`config.mk`:
```
export PLATFORM = sky130hd
export DESIGN_NAME = bp_resolve_queue
export DESIGN_NICKNAME = d
export VERILOG_FILES = /design/src/rtl/bp_resolve_queue.sv
export SDC_FILE = /design/constraint.sdc
export NUM_CORES = 1
export LEC_CHECK = 0
export ABC_AREA = 0
export CORE_MARGIN = 2
export CORE_UTILIZATION = 55
export CTS_CLUSTER_SIZE = 12
export DETAILED_ROUTE_END_ITERATION = 8
export HOLD_SLACK_MARGIN = 0.08
export PLACE_DENSITY = 0.9
export RECOVER_POWER = 25
export SLEW_MARGIN = 15
export SYNTH_ARGS = -nofsm -noshare
export SYNTH_HDL_FRONTEND = slang
export SYNTH_SLANG_ARGS = --single-unit
```
`constraint.sdc`:
```
create_clock -name clk -period 4.6 [get_ports clk]
set_input_delay 0.46 -clock clk [delete_from_list [all_inputs] [get_ports clk]]
set_output_delay 0.46 -clock clk [all_outputs]
set_load 0.01 [all_outputs]
```
`src/rtl/bp_resolve_queue.sv`:
```
// Resolved-branch buffer feeding the predictor's 2-bit counter update port,
// with misprediction flagging and saturating branch/mispredict statistics.
module bp_resolve_queue #(
    parameter int DEPTH = 4,
    parameter int CNT_W = 16
) (
    input  logic             clk,
    input  logic             rst,
    input  logic             res_valid,
    output logic             res_ready,
    input  logic [7:0]       res_pc,
    input  logic             res_taken,
    input  logic             res_pred,
    input  logic             upd_hold,
    output logic             upd_we,
    output logic [7:0]       upd_addr,
    output logic             upd_taken,
    output logic             mispredict,
    output logic [7:0]       mispredict_pc,
    output logic [CNT_W-1:0] br_count,
    output logic [CNT_W-1:0] mp_count
);

    localparam int PW = (DEPTH > 1) ? $clog2(DEPTH) : 1;
    localparam logic [PW:0] FULL_CNT = (PW+1)'(DEPTH);

    logic [7:0]       memAddr_q  [DEPTH];
    logic             memTaken_q [DEPTH];
    logic [PW-1:0]    rdPtr_q, rdPtr_d;
    logic [PW-1:0]    wrPtr_q, wrPtr_d;
    logic [PW:0]      count_q, count_d;
    logic             mispredict_q, mispredict_d;
    logic [7:0]       mispredictPc_q, mispredictPc_d;
    logic [CNT_W-1:0] brCount_q, brCount_d;
    logic [CNT_W-1:0] mpCount_q, mpCount_d;
    logic             push, pop, isMiss;

    // A full queue refuses pushes even when the head is leaving this cycle.
    assign res_ready = (count_q != FULL_CNT);
    assign upd_we    = (count_q != '0) && !upd_hold;
    assign upd_addr  = memAddr_q[rdPtr_q];
    assign upd_taken = memTaken_q[rdPtr_q];

    assign push   = res_valid && res_ready;
    assign pop    = upd_we;
    assign isMiss = res_taken != res_pred;

    assign mispredict    = mispredict_q;
    assign mispredict_pc = mispredictPc_q;
    assign br_count      = brCount_q;
    assign mp_count      = mpCount_q;

    always_comb begin
        rdPtr_d        = pop  ? rdPtr_q + PW'(1) : rdPtr_q;
        wrPtr_d        = push ? wrPtr_q + PW'(1) : wrPtr_q;
        count_d        = count_q;
        if (push && !pop)
            count_d = count_q + (PW+1)'(1);
        else if (pop && !push)
            count_d = count_q - (PW+1)'(1);
        mispredict_d   = push && isMiss;
        mispredictPc_d = mispredict_d ? res_pc : mispredictPc_q;
        brCount_d      = (push && brCount_q != '1) ? brCount_q + CNT_W'(1) : brCount_q;
        mpCount_d      = (push && isMiss && mpCount_q != '1) ? mpCount_q + CNT_W'(1) : mpCount_q;
    end

    always_ff @(posedge clk) begin
        if (rst) begin
            rdPtr_q        <= '0;
            wrPtr_q        <= '0;
            count_q        <= '0;
            mispredict_q   <= 1'b0;
            mispredictPc_q <= '0;
            brCount_q      <= '0;
            mpCount_q      <= '0;
        end else begin
            rdPtr_q        <= rdPtr_d;
            wrPtr_q        <= wrPtr_d;
            count_q        <= count_d;
            mispredict_q   <= mispredict_d;
            mispredictPc_q <= mispredictPc_d;
            brCount_q      <= brCount_d;
            mpCount_q      <= mpCount_d;
        end
    end

    // Storage holds no reset; stale entries are never visible while upd_we is low.
    always_ff @(posedge clk) begin
        if (!rst && push) begin
            memAddr_q[wrPtr_q]  <= res_pc;
            memTaken_q[wrPtr_q] <= res_taken;
        end
    end

endmodule

```
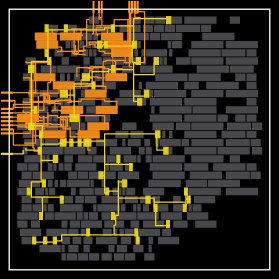
port_nets.png
(3 px per um)
Yellow marks rst, direction input, end cells 53, buffers 1, wire 444 um. Orange marks mp_count, direction output, end cells 16, buffers 16, wire 758 um.

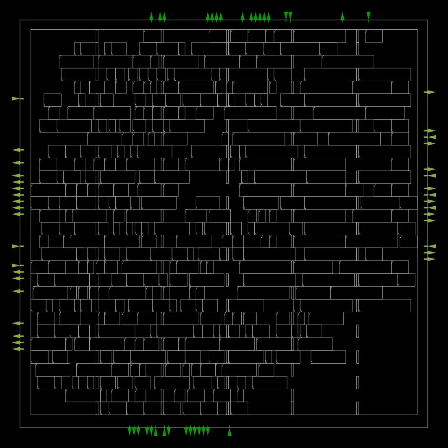
final_placement.png
Seq/total area: 45.29%
n_taps: 80
Util after Layout: 68.80%
Fillers: 493
# rows: 30

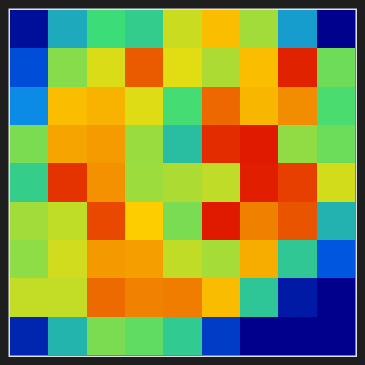
density.png
(4 px per um) 9 x 9 tiles, from dark blue (low) to red (high), 0 to 100% covered.
6.2% of the tiles are nearly empty. The mean over all tiles is 60%. The emptiest ninth of the die: lower right. The fullest tile reaches 97%.

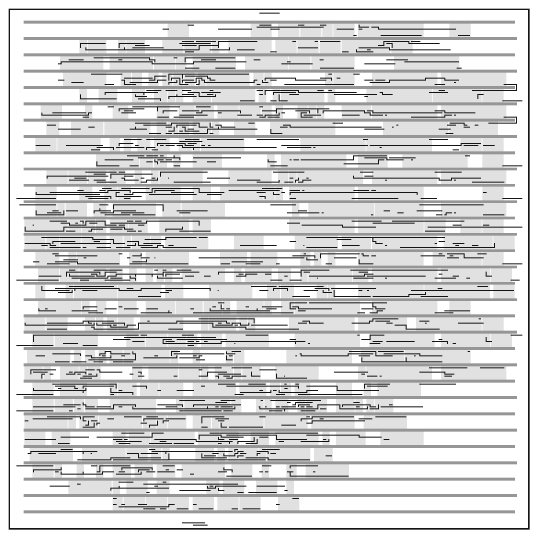
met1.png
(6 px per um) Supply wires on this layer in grey. Cells faint in the background.
374 nets have wire on it. The wires run mostly horizontal.

==> CHANGELOG.md <==
### Physical design

- Status: finished clean
- DRT Pass-1 Iters: 4
- Initial antenna violation count: 0
- Met2 usage: 32.03%
- Tool warnings: 29
- P_seq: 0.914 mW
- CTS tree: yes
- Unrepaired setup endpoints after global routing: no
- Max-cap violations: 0
- Final Worst Setup Slack: 1.604 ns
- Net Sw Power: 0.5022 mW
- Dominant logic cell types in the final layout: clkdlybuf4s50_1 (55), dfxtp_1 (50), nor2_1 (40)
- Flip-flops: 86
- Setup crit end kind: flip-flop
- Worst hold path startpoint: mispredict_pc[1]$_SDFFE_PP0P_
- Tcrit/Tclk final: 65.13%
- Largest net degree at the start of global routing: 54
- Busiest grt layer: met2
- Clock Buffer Count: 9
- Synth top cell by count: dfxtp_1
- Maximum vdd drop: 276.2 uV
- Critical path class: reg -> reg
- Aoi share: 3.321%
- Pwr dens: 395.8 mW/mm2
- Critical Path End: count_q[2]$_SDFFE_PP0P_
- Share of layout cells above drive strength 1: 9.870%
- CP Max Fanout: 17
- Clk pwr: 0.537 mW
- Buffers outside the clock class: 65
- Root buf cell: clkbuf_8
- Clock share of power: 29.5%
- Crit path DRT: 4.87 ns
- Static leakage: 1.561 nW
- CP startpoint: count_q[0]$_SDFFE_PP0P_
- Vias in the first global route: 2438
- Part of the power in registers: 50.2%
- Logic area: 0.001541 mm2
- WHS: 0.4669 ns
- Reg2reg start: count_q[0]$_SDFFE_PP0P_
- Dominant synthesized flop cell: dfxtp_1
- FFs w/ async S/R, synth: 0%
- FMAX: 0.3338 GHz
- Register area: 0.002082 mm2
- Post-layout power: 1.819 mW
- Relative slew slack: 34.93%
- PostCTS Resize Cnt: 0
- Max-slew violations: 0
- Global-route wire length before repair: 11.83 mm
- Combinational Gates: 212
- GRT Resource Usage Total: 20.10%
- Finished Layout Cells: 465
- Clk cell area share: 4.464%
- Clk pin slew, worst setup/hold paths: 0.09 ns
- Max reg flops: 32
- Crit-path most repeated cell: inv_1
- Simple share: 21.70%
- R2r worst-path depth: 10
- Met2 WL: 3.514 mm
- WL met1: 3.258 mm
- Clock Skews: 0.003588 ns
- Post-synth EDFFs: 36
- Post-DP Area: 0.004405 mm2
- Non-clock inverters: 6
- CORE AREA: 0.006681 mm2
- Dominant kind of cell: flip-flops and latches
- Synth top cells by count: dfxtp_1 (50), nor2_1 (40), edfxtp_1 (36)
- FF-to-FF End: count_q[2]$_SDFFE_PP0P_
- Syn Inst Count: 316
- Setup violations, final: 0
- Largest cells by area: edfxtp_1 (29%), dfxtp_1 (27%), mux4_2 (5.4%)
- Mux share: 6.978%
- Die Wd: 86.35 um
- N_diodes: 0
- Met1 usage: 27.33%
- Syn avg cell area: 11.80 um2
- Fp_density: 55.82%
- Int Power: 1.317 mW
- Met3 Usage GRT: 5.143%
- H-tree Lvls: 3
- Yosys stat chip area: 0.003730 mm2
- Combinational power: 0.369 mW
No activity file was given, so power comes from the tool's default toggle rates.
